File: config.mk
export PLATFORM = sky130hd
export DESIGN_NAME = game_display_arbiter
export DESIGN_NICKNAME = d
export VERILOG_FILES = /design/src/rtl/game_display_arbiter.sv
export SDC_FILE = /design/constraint.sdc
export NUM_CORES = 1
export LEC_CHECK = 0
export CORE_MARGIN = 3
export CORE_UTILIZATION = 30
export CTS_CLUSTER_DIAMETER = 200
export DETAILED_ROUTE_END_ITERATION = 10
export HOLD_SLACK_MARGIN = 0.15
export PLACE_DENSITY = 0.59
export SYNTH_ARGS = -nofsm -noshare
export SYNTH_HDL_FRONTEND = slang
export SYNTH_SLANG_ARGS = --single-unit
File: constraint.sdc
create_clock -name clk -period 2.85 [get_ports clk]
set_input_delay 0.57 -clock clk [delete_from_list [all_inputs] [get_ports clk]]
set_output_delay 0.57 -clock clk [all_outputs]
set_load 0.05 [all_outputs]
File: src/rtl/game_display_arbiter.sv
// ---------------------------------------------------------------------------
// game_display_arbiter
//
// Purpose:
//   Owns the shared 4-digit seven-segment value and the 16-LED bar and grants
//   them to one game core at a time (classic or infinity). While a game owns
//   the display its segment value and LED level are forwarded with one cycle
//   of latency. When the owner releases, the last forwarded segment value is
//   frozen on the display for HOLD_CYCLES cycles, then the display blanks.
//   Ties are broken in favour of the side that did not own the display last,
//   so after reset classic wins the first tie. An owner is never preempted.
//
// Optional feature (compile-time macro DISP_HOLD_BLINK_EN):
//   When defined, the LED bar blinks the owner's final level during the hold
//   phase, lit first, toggling every BLINK_DIV cycles. When undefined, the LED
//   bar is dark throughout the hold phase and no blink divider exists.
//
// Parameters:
//   HOLD_CYCLES  cycles the final score stays displayed (>= 1)
//   CNT_W        hold-counter width, 2**CNT_W > HOLD_CYCLES
//   BLINK_DIV    blink half-period in cycles (blink build only)
//
// Ports:
//   clk           in   system clock
//   rst_n         in   asynchronous active-low reset
//   req_classic   in   classic requests the display (level)
//   req_infinity  in   infinity requests the display (level)
//   seg_classic   in   [15:0] classic display value
//   seg_infinity  in   [15:0] infinity display value
//   led_classic   in   [4:0]  classic LED level 0..16 (larger saturates)
//   led_infinity  in   [4:0]  infinity LED level 0..16 (larger saturates)
//   blank         in   force-blank switch; zeroes outputs, FSM keeps running
//   gnt_classic   out  classic owns the display
//   gnt_infinity  out  infinity owns the display
//   seg_display   out  [15:0] value to the seven-segment decoder
//   led           out  [15:0] LED bar, thermometer filled from bit 15 down
// ---------------------------------------------------------------------------
module game_display_arbiter #(
  parameter int HOLD_CYCLES = 100000000,
  parameter int CNT_W       = 27,
  parameter int BLINK_DIV   = 25000000
) (
  input  logic        clk,
  input  logic        rst_n,
  input  logic        req_classic,
  input  logic        req_infinity,
  input  logic [15:0] seg_classic,
  input  logic [15:0] seg_infinity,
  input  logic [4:0]  led_classic,
  input  logic [4:0]  led_infinity,
  input  logic        blank,
  output logic        gnt_classic,
  output logic        gnt_infinity,
  output logic [15:0] seg_display,
  output logic [15:0] led
);

  localparam logic [1:0] ST_IDLE  = 2'd0;
  localparam logic [1:0] ST_OWN_C = 2'd1;
  localparam logic [1:0] ST_OWN_I = 2'd2;
  localparam logic [1:0] ST_HOLD  = 2'd3;

  // last_owner encoding: 1'b1 = infinity, 1'b0 = classic
  localparam logic OWNER_CLASSIC  = 1'b0;
  localparam logic OWNER_INFINITY = 1'b1;

  localparam logic [CNT_W-1:0] HOLD_LOAD = CNT_W'(HOLD_CYCLES - 1);
  localparam logic [CNT_W-1:0] CNT_ZERO  = {CNT_W{1'b0}};

  // Thermometer code: top n bits set, saturating at 16.
  function automatic logic [15:0] therm(input logic [4:0] n);
    logic [15:0] t;
    if (n >= 5'd16) begin
      t = 16'hFFFF;
    end else begin
      t = ~(16'hFFFF >> n);
    end
    return t;
  endfunction

  logic [1:0]       state_r;
  logic [1:0]       state_next_s;
  logic             last_owner_r;
  logic             last_owner_next_s;
  logic [15:0]      hold_r;
  logic [15:0]      hold_next_s;
  logic [CNT_W-1:0] cnt_r;
  logic [CNT_W-1:0] cnt_next_s;
  // Unblanked copies of the outputs; blank only gates the pins, so the value
  // captured into hold_r is never a blanked zero.
  logic [15:0]      seg_norm_r;
  logic [15:0]      seg_norm_next_s;
  logic [15:0]      led_norm_r;
  logic [15:0]      led_norm_next_s;
  logic             pick_classic_s;
  logic             pick_infinity_s;
  logic             hold_entry_s;
  logic [15:0]      hold_entry_led_s;
  logic [15:0]      hold_stay_led_s;

  // Arbitration: a lone requester wins; on a tie the side that did not own
  // the display last wins.
  always_comb begin
    pick_classic_s  = req_classic  & (~req_infinity | (last_owner_r == OWNER_INFINITY));
    pick_infinity_s = req_infinity & (~req_classic  | (last_owner_r == OWNER_CLASSIC));
  end

  // Next-state and next-output logic for the ownership FSM.
  always_comb begin
    state_next_s      = state_r;
    last_owner_next_s = last_owner_r;
    hold_next_s       = hold_r;
    cnt_next_s        = cnt_r;
    seg_norm_next_s   = seg_norm_r;
    led_norm_next_s   = led_norm_r;
    case (state_r)
      ST_IDLE: begin
        seg_norm_next_s = 16'h0000;
        led_norm_next_s = 16'h0000;
        if (pick_classic_s) begin
          state_next_s = ST_OWN_C;
        end else if (pick_infinity_s) begin
          state_next_s = ST_OWN_I;
        end else begin
          state_next_s = ST_IDLE;
        end
      end
      ST_OWN_C: begin
        if (req_classic) begin
          seg_norm_next_s = seg_classic;
          led_norm_next_s = therm(led_classic);
        end else begin
          // Freeze what is on the display now; it becomes the hold value.
          state_next_s      = ST_HOLD;
          last_owner_next_s = OWNER_CLASSIC;
          hold_next_s       = seg_norm_r;
          cnt_next_s        = HOLD_LOAD;
          seg_norm_next_s   = seg_norm_r;
          led_norm_next_s   = hold_entry_led_s;
        end
      end
      ST_OWN_I: begin
        if (req_infinity) begin
          seg_norm_next_s = seg_infinity;
          led_norm_next_s = therm(led_infinity);
        end else begin
          state_next_s      = ST_HOLD;
          last_owner_next_s = OWNER_INFINITY;
          hold_next_s       = seg_norm_r;
          cnt_next_s        = HOLD_LOAD;
          seg_norm_next_s   = seg_norm_r;
          led_norm_next_s   = hold_entry_led_s;
        end
      end
      ST_HOLD: begin
        // A request aborts the hold even on the cycle the count expires.
        if (pick_classic_s) begin
          state_next_s    = ST_OWN_C;
          seg_norm_next_s = 16'h0000;
          led_norm_next_s = 16'h0000;
        end else if (pick_infinity_s) begin
          state_next_s    = ST_OWN_I;
          seg_norm_next_s = 16'h0000;
          led_norm_next_s = 16'h0000;
        end else if (cnt_r == CNT_ZERO) begin
          state_next_s    = ST_IDLE;
          seg_norm_next_s = 16'h0000;
          led_norm_next_s = 16'h0000;
        end else begin
          cnt_next_s      = cnt_r - {{(CNT_W-1){1'b0}}, 1'b1};
          seg_norm_next_s = hold_r;
          led_norm_next_s = hold_stay_led_s;
        end
      end
      default: begin
        state_next_s    = ST_IDLE;
        seg_norm_next_s = 16'h0000;
        led_norm_next_s = 16'h0000;
      end
    endcase
  end

  // Marks the edge on which an owner releases and the hold phase begins.
  always_comb begin
    hold_entry_s = (state_next_s == ST_HOLD) && (state_r != ST_HOLD);
  end

`ifdef DISP_HOLD_BLINK_EN
  localparam int BLINK_W = (BLINK_DIV > 1) ? $clog2(BLINK_DIV) : 1;

  logic [BLINK_W-1:0] blink_cnt_r;
  logic               blink_on_r;
  logic [15:0]        hold_led_r;
  logic               blink_wrap_s;
  logic               blink_on_next_s;

  // Blink phase for the next hold cycle; lit phase on entry, toggling after
  // BLINK_DIV cycles in each phase.
  always_comb begin
    blink_wrap_s     = (blink_cnt_r == BLINK_W'(BLINK_DIV - 1));
    blink_on_next_s  = blink_wrap_s ? ~blink_on_r : blink_on_r;
    hold_entry_led_s = led_norm_r;
    hold_stay_led_s  = blink_on_next_s ? hold_led_r : 16'h0000;
  end

  // Blink divider and captured final LED level, restarted on every hold entry.
  always_ff @(posedge clk or negedge rst_n) begin
    if (!rst_n) begin
      blink_cnt_r <= {BLINK_W{1'b0}};
      blink_on_r  <= 1'b0;
      hold_led_r  <= 16'h0000;
    end else if (hold_entry_s) begin
      blink_cnt_r <= {BLINK_W{1'b0}};
      blink_on_r  <= 1'b1;
      hold_led_r  <= led_norm_r;
    end else if (state_r == ST_HOLD) begin
      blink_cnt_r <= blink_wrap_s ? {BLINK_W{1'b0}}
                                  : blink_cnt_r + {{(BLINK_W-1){1'b0}}, 1'b1};
      blink_on_r  <= blink_on_next_s;
    end else begin
      blink_cnt_r <= blink_cnt_r;
      blink_on_r  <= blink_on_r;
    end
  end
`else
  logic unused_blink_div_s;

  // LED bar stays dark for the whole hold phase in this build.
  always_comb begin
    hold_entry_led_s   = 16'h0000;
    hold_stay_led_s    = 16'h0000;
    unused_blink_div_s = (BLINK_DIV > 0) & hold_entry_s;
  end
`endif

  // FSM state, hold bookkeeping and unblanked output values.
  always_ff @(posedge clk or negedge rst_n) begin
    if (!rst_n) begin
      state_r      <= ST_IDLE;
      last_owner_r <= OWNER_INFINITY;
      hold_r       <= 16'h0000;
      cnt_r        <= CNT_ZERO;
      seg_norm_r   <= 16'h0000;
      led_norm_r   <= 16'h0000;
    end else begin
      state_r      <= state_next_s;
      last_owner_r <= last_owner_next_s;
      hold_r       <= hold_next_s;
      cnt_r        <= cnt_next_s;
      seg_norm_r   <= seg_norm_next_s;
      led_norm_r   <= led_norm_next_s;
    end
  end

  // Registered pins; blank gates only the display, never the FSM.
  always_ff @(posedge clk or negedge rst_n) begin
    if (!rst_n) begin
      gnt_classic  <= 1'b0;
      gnt_infinity <= 1'b0;
      seg_display  <= 16'h0000;
      led          <= 16'h0000;
    end else begin
      gnt_classic  <= (state_next_s == ST_OWN_C);
      gnt_infinity <= (state_next_s == ST_OWN_I);
      seg_display  <= blank ? 16'h0000 : seg_norm_next_s;
      led          <= blank ? 16'h0000 : led_norm_next_s;
    end
  end

endmodule

==> results.yml <==
# generated from flow reports
power_and_ir_drop:
  power_density_nw_per_um2: 760
  power_leakage_uw: 0.00235
  power_frac_clock_pct: 28.2
  p_comb_share_pct: 30.5
logic_synthesis:
  syn_nets: 497
  aoi_share_pct: 18.7
  logic_family: "simple AND/OR/NAND/NOR gates"
  ys_sh_adder_pct: 0.289
  ys_seq_share_pct: 55.5
  simple_gate_share_pct: 21.9
  ys_cells: 449
setup_path:
  cp-endpoint: "cnt_r[12]"
  setup.worst_path.class: "reg -> reg"
  critPathMaxFanout: 5
  reg2reg_from: "cnt_r[0]"
  crit_start: "cnt_r[0]"
  worstSetupEndpointType: "flip-flop"
  cp-start-kind: "flip-flop"
  r2r-end: "cnt_r[12]"
  cp.required_ns: 3.09
drt:
  wl_per_cell_um: 16.0
  wl_um: 11400
  first_pass_iters: 8
finish:
  largestClassByArea: "sequential cells"
  seq_share_pct: 42.3
  fin_area_sq_um: 5680
  diodes: 1
  clkCellAreaFrac_pct: 5.24
  mi_logic_area_sq_um: 1800
status:
  outcome: "complete, no violations"
final_timing:
  fmax_ghz: 0.384
  fin_crit_ns: 2.60
  finalSetupTns_ns: 0
  finClkSkew_ns: 0.00679
  worst_pin_slew_ns: 0.705
  final_max_slew_viol_count: 0
  hold_viol: 0
clock_tree:
  numCtsBuffers: 9
  cts_sinks: 96
  cts.clk_slew.worst_paths_ns: 0.07
hold_path:
  worstHoldPathType: "in -> async"
floorplan:
  tap_cells: 180
place:
  post-dp-hpwl_um: 7710
global_route:
  grt_overflow: 0
[critical path, stage by stage, from the launching register on]
cell and delay (ns):
dfrtp_1 0.41, inv_1 0.07, ha_1 0.20, or4b_1 0.52, or4_1 0.57, a211oi_2 0.38
a21oi_1 0.12, a31o_2 0.22
[power by group through the flow]
stage          Combinational, uW  Sequential (uW)  Clock [uW]
4_1_cts                     1330             1780        1250
6_report                    1320             1780        1220
3_5_place_dp                1330             1800           0
5_1_grt                     1440             1820        1320
2_1_floorplan                532             2060           0
3_3_place_gp                1310             1800           0
[state kept, by name (all words and copies together), names as in the netlist, 2 cells and up]
register and cells:
led 16, state_r 2, seg_display 16, cnt_r 27, hold_r 16, seg_norm_r 16
[cells by family after synthesis]
group                      count (synthesis)
and+or+nand+nor                          193
AOI/OAI and AO/OA                        123
DFF                                       96
buffers and inverters                     34
xor gates and xnor gates                   2
adders and majority gates                  1
[per-layer routing]
metal	track usage, %	share of wire [%]
met5	0	0
met4	5.30	1.6
met3	2.33	4.6
met1	20.7	48
met2	22.2	46
[synthesized netlist by cell type (2+ instances only)]
library cell	number	area share, %
or3_4	2	0.52
nor3_1	8	0.92
nand2b_1	2	0.29
a222oi_1	16	3.7
or3_1	7	1.0
or3_2	3	0.52
a31oi_1	10	1.4
inv_1	6	0.52
a211oi_1	2	0.35
or4_1	9	1.6
nand2_1	94	8.2
a22oi_1	2	0.35
nand4_1	3	0.43
o211ai_1	2	0.35
clkbuf_1	26	2.3
and3_1	5	0.72
o21ai_0	22	2.5
o41ai_1	3	0.61
dfrtp_1	95	55
nand4b_1	3	0.61
a21oi_1	41	4.7
nand3_1	15	1.7
o31ai_1	11	1.9
nor4_1	5	0.72
nor2_1	24	2.1
a31o_2	2	0.40
and4_1	4	0.81
a41oi_1	2	0.40
o21a_1	3	0.52
**Wires at chosen ports, followed through buffers**

Scale bar: 50 um.
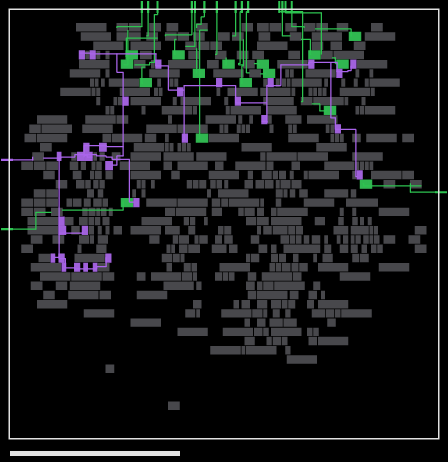
Key: purple = blank [direction input, end cells 32, buffers 2, wire 343 um]; green = seg_classic [direction input, end cells 16, buffers 16, wire 409 um]

**Local utilization**

Scale bar: 50 um. The die is cut into 13 by 13 equal tiles; black is low, pale yellow is high, 0 to 100% covered.
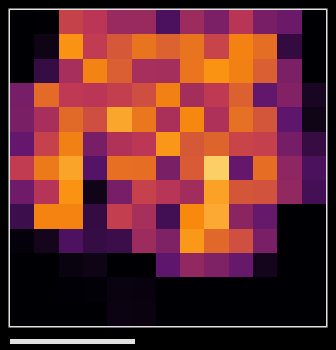
The mean over all tiles is 34%. The fullest tile reaches 90%. The emptiest ninth of the die: south-west. 24% of the tiles are nearly empty. 5.9% of the tiles are over 75% full.
Core Util, Final: 40.6%
FP Util: 30.9%
area of the core: 14000 sq um

**Floorplan with the power grid**

Scale bar: 50 um. Pins as bars on the die edge.
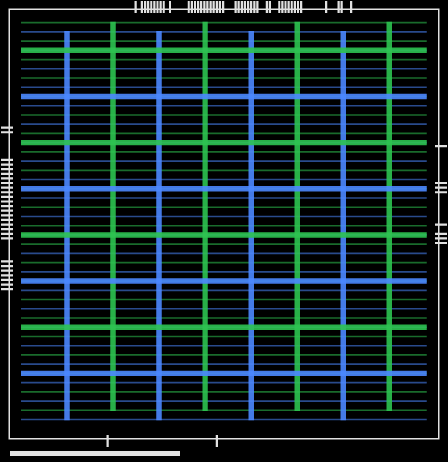
Key: blue = VSS; green = VDD
8 straps on met4. 81 signal pins sit on the boundary. The core has 43 rows. 44 met1 rails follow the rows.
IR drop worst, VDD: 0.285 mV
chip height: 126 um
Die Span X: 126 um

Power is estimated from default activity; no workload was simulated.
